Fig. 1: run 1, routing congestion map
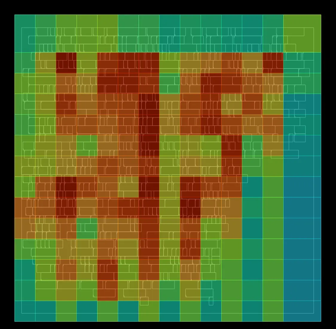
Fig. 2: run 1, cell classes on the final placement
The bar under the picture is 20 microns long.
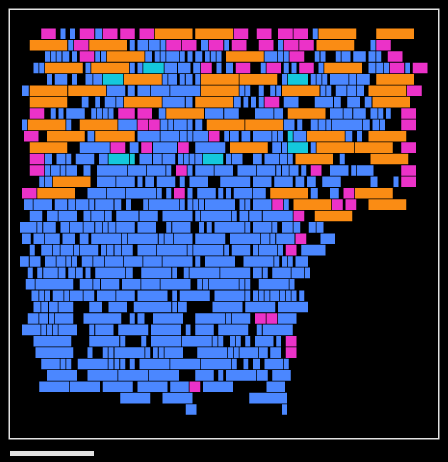
Fig. 3: run 1, clock network drawn from the DEF
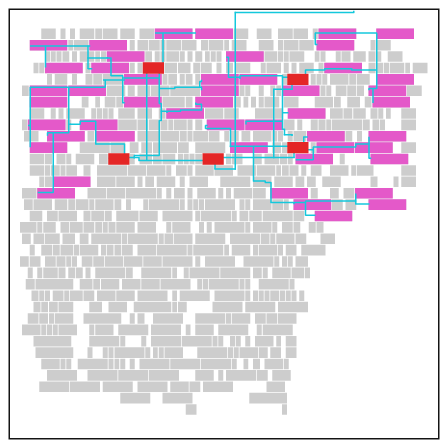
==> config.mk <==
export PLATFORM = sky130hd
export DESIGN_NAME = cell_drawer
export DESIGN_NICKNAME = d
export VERILOG_FILES = /design/src/rtl/othello_draw_pkg.sv /design/src/rtl/cell_pixel_colour.sv /design/src/rtl/cell_drawer.sv
export SDC_FILE = /design/constraint.sdc
export NUM_CORES = 1
export LEC_CHECK = 0
export ABC_AREA = 0
export CORE_MARGIN = 2
export CORE_UTILIZATION = 55
export DETAILED_ROUTE_END_ITERATION = 10
export PLACE_DENSITY = 0.89
export SYNTH_ARGS = -nofsm -noshare
export SYNTH_HDL_FRONTEND = slang
export SYNTH_SLANG_ARGS = --single-unit
==> constraint.sdc <==
create_clock -name clock -period 6.6 [get_ports clock]
set_input_delay 0.66 -clock clock [delete_from_list [all_inputs] [get_ports clock]]
set_output_delay 0.66 -clock clock [all_outputs]
set_load 0.01 [all_outputs]
==> impl_metrics.json, run 1 <==
{
  "ys_cells": 568,
  "hpwlAfterDp_microns": 9710,
  "area_leaders": "fa_1, dfrtp_1, ha_1, inv_1, nand2_1",
  "grt.total_usage_pct": 25.6,
  "die_w_microns": 102,
  "avgSynthCellArea_sq_um": 9.35,
  "clock-sinks": 48,
  "rr_worst_depth": 22,
  "grt_pass1_wl_microns": 21100,
  "finalSetupViolCount": 0,
  "dpl_cell_area_sq_um": 5940,
  "cpPeakStageDelay_ns": 0.58,
  "edf_count": 0,
  "ioPinCount": 41,
  "holdPathStages": 2,
  "comb_area_sq_um": 3810,
  "fill_cells": 686,
  "cp_cell_sequence": "ha_2 -> xnor2_2 -> buf_4 -> ha_1 -> ha_1 -> fa_1 -> inv_1 -> fa_1 -> inv_1 -> fa_1 -> inv_1 -> fa_1 -> inv_1 -> ha_1 -> ha_4 -> and3b_1 -> a221o_1 -> or4_1 -> nor4_2 -> and4_1 -> a31oi_2 -> o22a_1",
  "synth_flop_count": 48,
  "grt_pass1_vias": 4605,
  "maxCapViolations": 0,
  "slowest_stage": "fa_1",
  "critical-path-top-delay-family": "adder cells",
  "hp-class": "flop to flop",
  "start_kind": "flop",
  "ys_seq_share_pct": 22.6,
  "cts-root-buf": "clkbuf_8",
  "run_status": "finished, final reports clean",
  "routed_via_density": 5.68,
  "reg2reg_slack_ns": 0.22,
  "syn_nets": 726,
  "netlist_area_sq_um": 5310,
  "flop_cell": "dfrtp_1",
  "post_drt_wl_per_cell_microns": 16.8,
  "h-tree-depth": 2,
  "min_period_over_period_pct": 96.7,
  "final_cell_mix": "inv_1, nand2_1, ha_1",
  "n_antenna_cell": 0,
  "synth.distinct_cells": 47,
  "antenna_found_initial": 0,
  "crit_path_end_kind": "flop",
  "vias": 4277,
  "synth_top_area_share_pct": 23.4,
  "area.growth.synth_to_final_pct": 16.8,
  "chipArea_sq_um": 10500,
  "finalWeightedCongestion": 1.00,
  "wl_microns": 12700,
  "ys_area_sq_um": 5310,
  "cts_buffer_depth": 2,
  "crit_type": "flop to flop",
  "clkTransAtPathRegs_ns": 0.08,
  "log.warning_count": 40,
  "finalNetCount": 781,
  "seq_area_sq_um": 1200,
  "cp.buffers_inverters": 5,
  "drtIter0Drc": 297,
  "gr-total-overflow": 0,
  "required_ns": 6.80,
  "yosysTopAreaCell": "fa_1",
  "layout-drive-gt1-share_pct": 9.29,
  "cts_made_buffers": 5,
  "drv_slew": 0,
  "fp_util_pct": 57.2,
  "drc": 0,
  "lay_top_count": "inv_1",
  "arrival_ns": 6.58,
  "fin_area_sq_um": 6200,
  "path_max_fanout": 8,
  "synthCells": 568,
  "worst_pin_slew_ns": 0.977,
  "layout_min_cycle_time_ns": 6.38,
  "rows": 35,
  "ant_nets": 0,
  "cp_num_cells": 22
}
Notes on Fig. 1 above:
met2 Usage GRT: 47.2%
GRT met3 Usage: 3.42%
GR peak layer: met2

Notes on Fig. 2 above:
Key: registers = orange [cells 48]; remaining buffers and delay cells = magenta [cells 62]; clock drivers and dummy loads = cyan [cells 8]; remaining logic cells = blue [cells 506]
final core occ: 66.8%
core box area: 9280 sq um

Notes on Fig. 3 above:
Key: flip-flops = magenta [count 48]; clock wires = cyan [length 617 microns]; clock-net drivers = red [count 5]
There are 6 routed clock nets.
Latency at later pin: 0.31 ns
Final Skew: 0.00751 ns

==> run 1: layout make-up <==
class | instances | area share [%]
Inverter | 98 | 5.97
Clock buffer | 8 | 1.45
Multi-Input combinational cell | 408 | 61.4
Tap cell | 129 | 2.60
Sequential cell | 48 | 19.4
Timing Repair Buffer | 62 | 9.18
==> run 1: Yosys cell counts (2+ instances only) <==
library cell	instances
fa_1	62
o211ai_1	2
o31ai_1	2
xnor2_1	9
or2_2	6
a21o_1	9
nand2b_1	6
mux2i_1	7
and2_1	2
a31oi_1	5
nand3_1	13
mux2_2	2
nor2_1	21
ha_1	76
clkbuf_1	13
xor2_1	14
nor3_1	2
nand2_1	85
dfrtp_1	48
o22ai_1	5
a21oi_1	17
nor2b_1	5
a211oi_1	3
a22oi_1	2
inv_1	98
and3_1	2
o21ai_0	32
==> run 1: worst min-delay path, stage by stage (launching register included) <==
cell     delay (ns)
dfrtp_1        0.35
nand2_1        0.04
o21ai_0        0.06
==> run 1: stage by stage <==
stage          std cells  utilization, %  setup WS (ns)
2_1_floorplan        568               -         0.0895
3_3_place_gp         740            64.0          0.219
3_5_place_dp         740            64.0        -0.0921
4_1_cts              748            65.3         0.0190
5_1_grt              753            66.8        -0.0264
6_report             753            66.8          0.218
==> run 1: layer usage <==
metal	track usage [%]	routed length [microns]
met1	30.8	4870
met2	47.2	6720
met3	3.42	696
met4	8.82	369
met5	0	0
==> run 1: cells by family after synthesis <==
group	Yosys count	share of synthesized area, %
flops	48	22.6
compound gates	86	9.71
xor+xnor	23	3.79
buf+inv	112	7.94
fa+ha+maj	138	41.3
mux	9	1.74
simple gates	152	12.9
==> run 1: repair_timing <==
item,in CTS,in global routing
hold buffers,0,0
setup endpoints to repair,3,3
setup buffers,0,5
pin swaps,2,6
resized,7,19
## Run 2: what changed since run 1
--- a/config.mk
+++ b/config.mk
@@ -6,6 +6,7 @@
 export NUM_CORES = 1
 export LEC_CHECK = 0
 export ABC_AREA = 0
+export CAP_MARGIN = 20
 export CORE_MARGIN = 2
 export CORE_UTILIZATION = 55
 export DETAILED_ROUTE_END_ITERATION = 10
==> run 2 against run 1 <==
  * Routed wire length up 0.22%
  * Global-route usage is the same
  * Count of clock-buffer cells in the layout stayed put
  * Highest routed layer unchanged
  * Critical path type unchanged
  * Setup slack worse by 0.012 ns
==> impl_metrics.json, run 2 <==
{
  "run_status": "finished, final reports clean",
  "layout_min_cycle_time_ns": 6.39,
  "synth_flop_count": 48,
  "vias": 4269,
  "yosysTopAreaCell": "fa_1",
  "cts-root-buf": "clkbuf_8",
  "antenna_found_initial": 0,
  "ys_seq_share_pct": 22.6,
  "ys_cells": 568,
  "path_max_fanout": 5,
  "clk-insertion-delay-late_ns": 0.31,
  "maxCapViolations": 0,
  "synth.top_cells.by_count": "inv_1, nand2_1, ha_1, fa_1, dfrtp_1",
  "grt.total_usage_pct": 25.6,
  "cts_made_buffers": 5,
  "routed_via_density": 5.66,
  "lay_top_count": "inv_1",
  "ys_sh_mux_pct": 1.74,
  "area_leaders": "fa_1, dfrtp_1, ha_1, inv_1, nand2_1",
  "finalNetCount": 782,
  "avgSynthCellArea_sq_um": 9.35,
  "synthCells": 568,
  "postCtsHoldBufs": 0,
  "area.growth.synth_to_final_pct": 17.2,
  "chipArea_sq_um": 10500,
  "rr_worst_depth": 22,
  "crit_type": "flop to flop",
  "placedCellCount": 740,
  "grt_pass1_wl_microns": 21100,
  "ant_nets": 0,
  "xor_share_pct": 3.79,
  "crit_path_end_kind": "flop",
  "ioPinCount": 41,
  "netlist_area_sq_um": 5310,
  "clock-sinks": 48,
  "hpwlAfterDp_microns": 9710,
  "drv_slew": 0,
  "reg2reg_slack_ns": 0.21,
  "flop_cell": "dfrtp_1",
  "adder_share_pct": 41.3,
  "edf_count": 0,
  "die_w_microns": 102,
  "holdPathStages": 2,
  "start_kind": "flop",
  "top_logic_kind": "adder cells",
  "ys_sh_simple_pct": 12.9,
  "core_area_sq_um": 9280,
  "drtIter0Drc": 286,
  "final_cell_mix": "inv_1, nand2_1, ha_1",
  "compound_area_share_pct": 9.71,
  "required_ns": 6.80,
  "cts_buffer_depth": 2,
  "synth.distinct_cells": 47,
  "worst_pin_slew_ns": 0.811,
  "synth_top_area_share_pct": 23.4,
  "n_antenna_cell": 0
}
[run 2: critical path, cell delays in order (launching register included)]
cell     delay (ns)
dfrtp_2        0.45
ha_2           0.21
xnor2_2        0.15
nand2_1        0.12
fa_1           0.53
inv_1          0.08
fa_1           0.55
inv_1          0.06
fa_1           0.51
inv_1          0.05
fa_1           0.49
inv_1          0.05
fa_1           0.47
fa_1           0.52
inv_1          0.05
ha_2           0.20
fa_1           0.43
xor2_1         0.17
or4_1          0.52
nor4_2         0.14
and4_1         0.23
a31oi_2        0.12
o22a_1         0.19
[run 2: layer usage]
layer / GRT usage (%) / routed length, microns / vias up
met4: 8.82 / 360 / 0
met2: 47.2 / 6710 / 186
li1: - / - / 1942
met1: 30.8 / 4980 / 2097
met5: 0 / 0 / -
met3: 3.42 / 628 / 44
[run 2: kinds of logic (layout without fill, tap and decap cells)]
kind of cell	Yosys count	after routing
and+or+nand+nor	152	152
adders and majority gates	138	138
buffers and inverters	112	169
AOI/OAI and AO/OA	86	86
DFF	48	48
xor gates and xnor gates	23	23
muxes	9	9
[run 2: layout make-up]
cell class | instances | area, sq um
sequential | 48 | 1200
fill | 684 | 3060
timing repair buffer | 63 | 589
clock buffer | 8 | 90.1
inverter | 98 | 370
multi-input combinational | 408 | 3810
tap | 129 | 161
[run 2: through the flow]
| stage | util, % | setup slack (ns) |
|---|---|---|
| 2_1_floorplan | - | 0.0895 |
| 3_3_place_gp | 64.0 | 0.219 |
| 3_5_place_dp | 64.0 | -0.0921 |
| 4_1_cts | 65.3 | 0.0190 |
| 5_1_grt | 67.0 | -0.0264 |
| 6_report | 67.0 | 0.206 |
[run 2: repair_timing]
item | 4_1_cts | 5_1_grt
resized | 7 | 19
buffers inserted | 0 | 5
setup endpoints to repair | 3 | 3
pin swaps | 2 | 6
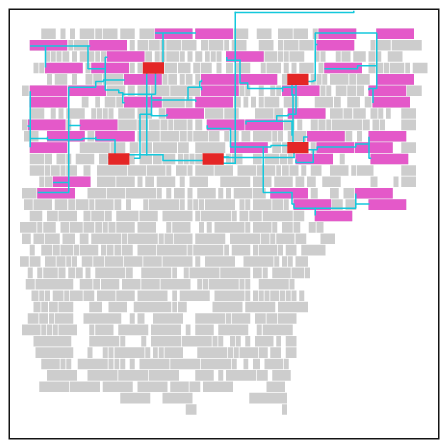
Fig. 4. Clock network drawn from the DEF (run 2).
Key: clock wires = cyan [length 613 microns]; clock-net drivers = red [count 5]; flip-flops = magenta [count 48]
There are 6 routed clock nets.
Final Skew: 0.00873 ns

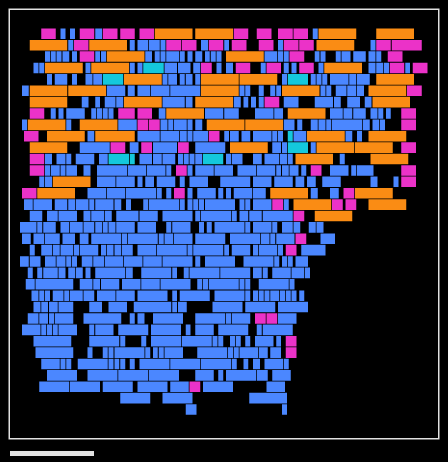
Fig. 5. Cell classes on the final placement (run 2).
The bar under the picture is 20 microns long.
Key: remaining logic cells = blue [cells 506]; clock drivers and dummy loads = cyan [cells 8]; registers = orange [cells 48]; remaining buffers and delay cells = magenta [cells 63]
num rows: 35
Finished Cell Area: 6220 sq um
final core occ: 67.0%
sequential cell area share: 19.3%

